Fig. 1: run 1, cells coloured by class
The bar under the picture is 50 µm long.
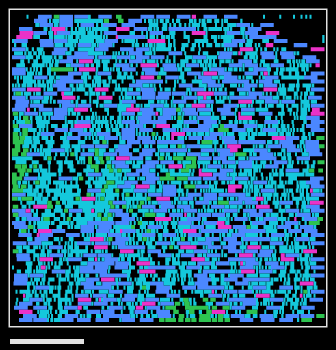
Fig. 2: run 1, routing congestion map
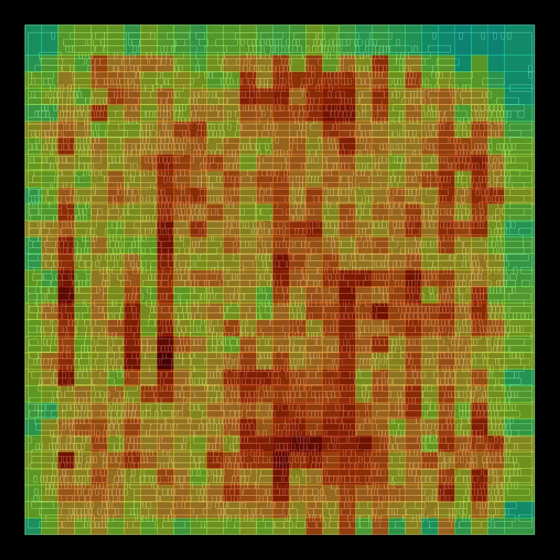
Fig. 3: run 1, sequential cells coloured by netlist name
The bar under the picture is 50 µm long. Other sequential cells in the stronger grey, the rest of the logic in the fainter grey.
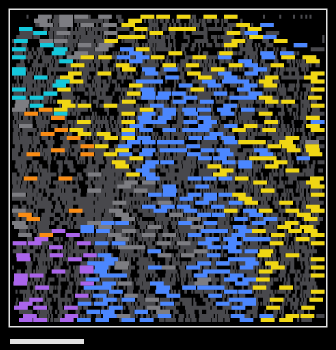
Design kf_activity_monitor_flat, sky130hd; sources not shown.
==> run summary, run 1 <==
Initial Util -> 0.633
Max reg flops -> 224
# hold bufs at CTS -> 0
Worst VDD drop -> 0.000488 V
Setup ws final -> -0.390 ns
Pre-antenna DRT Iters -> 5
Vias in the first global route -> 23100
Antenna diodes -> 0
Cell Count, Final, Fillers Out -> 4398
Initial antenna violation count -> 1
Simple share -> 0.299
Combinational fraction of design power -> 0.171
Final-report setup violation count -> 11
Relative slew slack -> 0.450
Global Route Usage Sum -> 0.350
Switching Fraction -> 0.278
Worst Setup Start Kind -> input port
1st-iter DRT viols -> 2679
Delay-heaviest family, CP -> adder cells
Failing checks -> setup timing
# Taps -> 585
Global Route met3 Usage -> 0.0506
DR vias/cell -> 5.55
Yosys xor share -> 0.0229
Plain + repair buffers -> 162
Seq share, synth -> 0.474
Post-synthesis async set-or-reset flop share -> 1.00
Gate Area -> 12800 µm²
Pin count of the biggest net entering global routing -> 154
Syn Std Cell Area -> 27500 µm²
Final Hold Vio Count -> 0
CTS root buffer -> clkbuf_16
Critical path capture point type -> register
Max power group -> sequential cells
FF-to-FF setup slack -> 0.39 ns
Post-route ant nets -> 0
Outcome -> complete, but fails checks
Adder share -> 0.0377
Slew Limit Fails -> 0
Worst Hold Class -> input port to asynchronous set/reset pin
Distinct cell type count after synthesis -> 39
Met1 usage -> 0.518
Setup TNS -> -3.55 ns
Worst-Margin Slew -> 0.826 ns
Metal2 WL -> 34.1 mm
Met3 routed WL -> 5.51 mm
Die Size -> 45200 µm²
DPL Wire Length -> 55.7 mm
Multiplexer share -> 0.0143
Tmin final -> 4.69 ns
RSZ-0062 raised after global routing -> true
Count of tool warnings -> 34
Global-route wire length before repair -> 123 mm
Switching Power -> 3.43 mW
Grt total ovfl -> 0
Filler instances -> 3418
Synth top cells by count -> nand2_1, nor2_1, dfrtp_1
Placed insts -> 4283
Max-capacitance violation count -> 0
Worst path depth -> 29
PortBufs -> 80
Total clock buffers created by CTS -> 55
Leak pwr -> 14.2 nW
Non-clk buf share -> 0.0520
Non-clk invs -> 441
Post-CTS setup buffers -> 7
Aoi share -> 0.0723
Max-area cell share -> 0.474
Flop count -> 521
Clk pwr share -> 0.410
Post-synth EDFFs -> 0
Most instantiated logic cells after routing -> nand2_1, nor2_1, dfrtp_1
Clock buffers -> 73
Via count -> 24400
Worst Path Arrival -> 5.07 ns
Mapped Cells -> 3650
Die H -> 213 µm
Total power -> 12.4 mW
Width of the chip -> 213 µm
CP max-delay cell -> fa_2
CTS tree -> done
Placer Congestion -> 0.990
Power density over cell area -> 388 nW/µm²
Clk slew on worst S/H paths -> 0.06 ns
Register bit total from synthesis -> 521
Top class by area -> registers
Placed cell areas -> 29500 µm²
Reg power frac -> 0.418
CTS H-tree depth -> 2
## Picture notes: Fig. 1
colour	class	cells
cyan	combinational and other logic	3027
magenta	clock drivers and dummy loads	103
blue	flops	521
green	other buffers and delay cells	162
core area: 43500 µm²
finished layout cell area: 31800 µm²
Rows: 76
Seq/total area: 0.409

## Picture notes: Fig. 2
Core Util, Final: 0.733
gr busiest metal: met2
met2 Resource Use GR: 0.528

## Picture notes: Fig. 3
colour	netlist name	flops
purple	`u_core.u_busy_cnt.cnt`	32
orange	`u_core.activity_level`	16
cyan	`u_core.win_ctr_q`	20
yellow	`u_core.g_ch.u_ch_cnt.cnt`	160
blue	`u_core.shadow_q`	224
not coloured	69
sequential cell area: 13000 µm²
Seq group: 5.17 mW

==> inputs of run 2 (changes only) <==
- SLEW_MARGIN: 40 -> 10
Fig. 4: run 2, routing congestion map
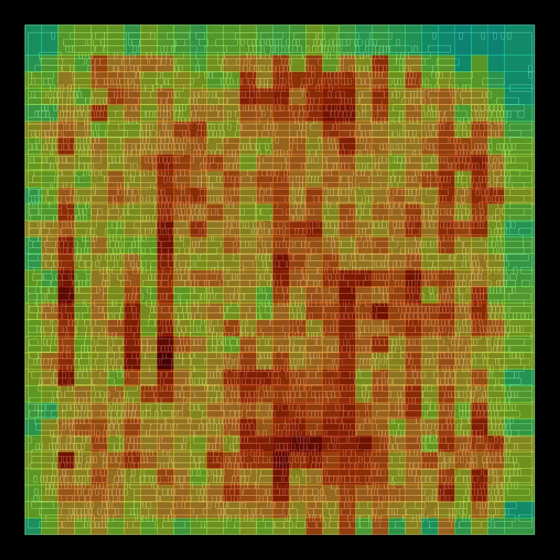
wire per inst: 17.5 µm
met1 usage: 0.518

==> run summary, run 2 <==
Top cells by area -> dfrtp_1, nand2_1, nor2_1
Worst Path Arrival -> 5.07 ns
Rows -> 76
Placed cell areas -> 29500 µm²
Core Util, Final -> 0.733
Clk slew on worst S/H paths -> 0.06 ns
Most frequent logic cell in the layout -> nand2_1
Gate Area -> 12800 µm²
Nets -> 3855
CP required -> 4.68 ns
Non-clk buf share -> 0.0520
Finished layout cell area -> 31800 µm²
Flop count -> 521
Multiplexer share -> 0.0143
Global-route wire length before repair -> 123 mm
Die H -> 213 µm
Initial antenna violation count -> 1
Count of tool warnings -> 34
Logic share of the area -> 0.403
Met2 Resource Use GR -> 0.528
Placer Congestion -> 0.990
Post-synthesis async set-or-reset flop share -> 1.00
Most instantiated logic cells after routing -> nand2_1, nor2_1, dfrtp_1
FF-to-FF setup slack -> 0.39 ns
CTS tree -> done
Adder share -> 0.0377
Area grow syn2layout -> 15.7%
Switching Fraction -> 0.278
CP max-delay cell -> fa_2
CTS H-tree depth -> 2
Failing checks -> setup timing
Antenna diodes -> 0
WL final -> 77.1 mm
Distinct cell type count after synthesis -> 39
Filler instances -> 3418
# hold bufs at CTS -> 0
Total power -> 12.4 mW
Non-clk invs -> 441
1st-iter DRT viols -> 2679
Syn avg cell area -> 7.54 µm²
Global Route Usage Sum -> 0.350
Max reg flops -> 224
Tmin final -> 4.69 ns
Die Size -> 45200 µm²
Worst path depth -> 29
Switching Power -> 3.43 mW
Setup ws final -> -0.390 ns
Worst reg2reg path depth -> 11
Metal2 WL -> 34.1 mm
Initial Util -> 0.633
Yosys xor share -> 0.0229
Worst-Margin Slew -> 0.826 ns
Seq/total area -> 0.409
Aoi share -> 0.0723
Slew Limit Fails -> 0
Cell Count, Final, Fillers Out -> 4398
Critical path capture point type -> register
Pin count of the biggest net entering global routing -> 154
Outcome -> complete, but fails checks
Synth top cells by count -> nand2_1, nor2_1, dfrtp_1
Post-synth EDFFs -> 0
Power density over cell area -> 388 nW/µm²
Max-area cell share -> 0.474
Plain + repair buffers -> 162
Max power group -> sequential cells
Final-report setup violation count -> 11
Seq group -> 5.17 mW
Register bit total from synthesis -> 521
Wl on met1 -> 35.1 mm
Sequential cell area -> 13000 µm²
Synth top cell by count -> nand2_1
Setup TNS -> -3.55 ns
Width of the chip -> 213 µm
Simple share -> 0.299
Mapped Cells -> 3650
Gr busiest metal -> met2
Core area -> 43500 µm²
Combinational fraction of design power -> 0.171
DR vias/cell -> 5.55
DPL Wire Length -> 55.7 mm
CTS root buffer -> clkbuf_16
Worst Hold Class -> input port to asynchronous set/reset pin
PortBufs -> 80
Reg power frac -> 0.418
Drt drc -> 0
Vias in the first global route -> 23100
Clk pwr share -> 0.410
Top class by area -> registers
Total clock buffers created by CTS -> 55
# Taps -> 585
Clock buffers -> 73
Worst Path Class, Setup -> input port to register
Via count -> 24400
Post-route ant nets -> 0
IO Pins -> 93
Max-capacitance violation count -> 0
Global Route met3 Usage -> 0.0506
Worst Path Max Fanout -> 6
Worst Setup Start Kind -> input port
Clock network share of area -> 0.0606
Synth area leader -> dfrtp_1
Met3 routed WL -> 5.51 mm
Pre-antenna DRT Iters -> 5
Placed insts -> 4283
Worst VDD drop -> 0.000488 V
Top layer in use -> met4
Post-CTS setup buffers -> 7
YS chip area -> 27500 µm²
Syn Std Cell Area -> 27500 µm²
Seq share, synth -> 0.474
Relative slew slack -> 0.450
RSZ-0062 raised after global routing -> true
Delay-heaviest family, CP -> adder cells
Leak pwr -> 14.2 nW
Grt total ovfl -> 0
Final Hold Vio Count -> 0
Power and IR drop assume default switching activity.
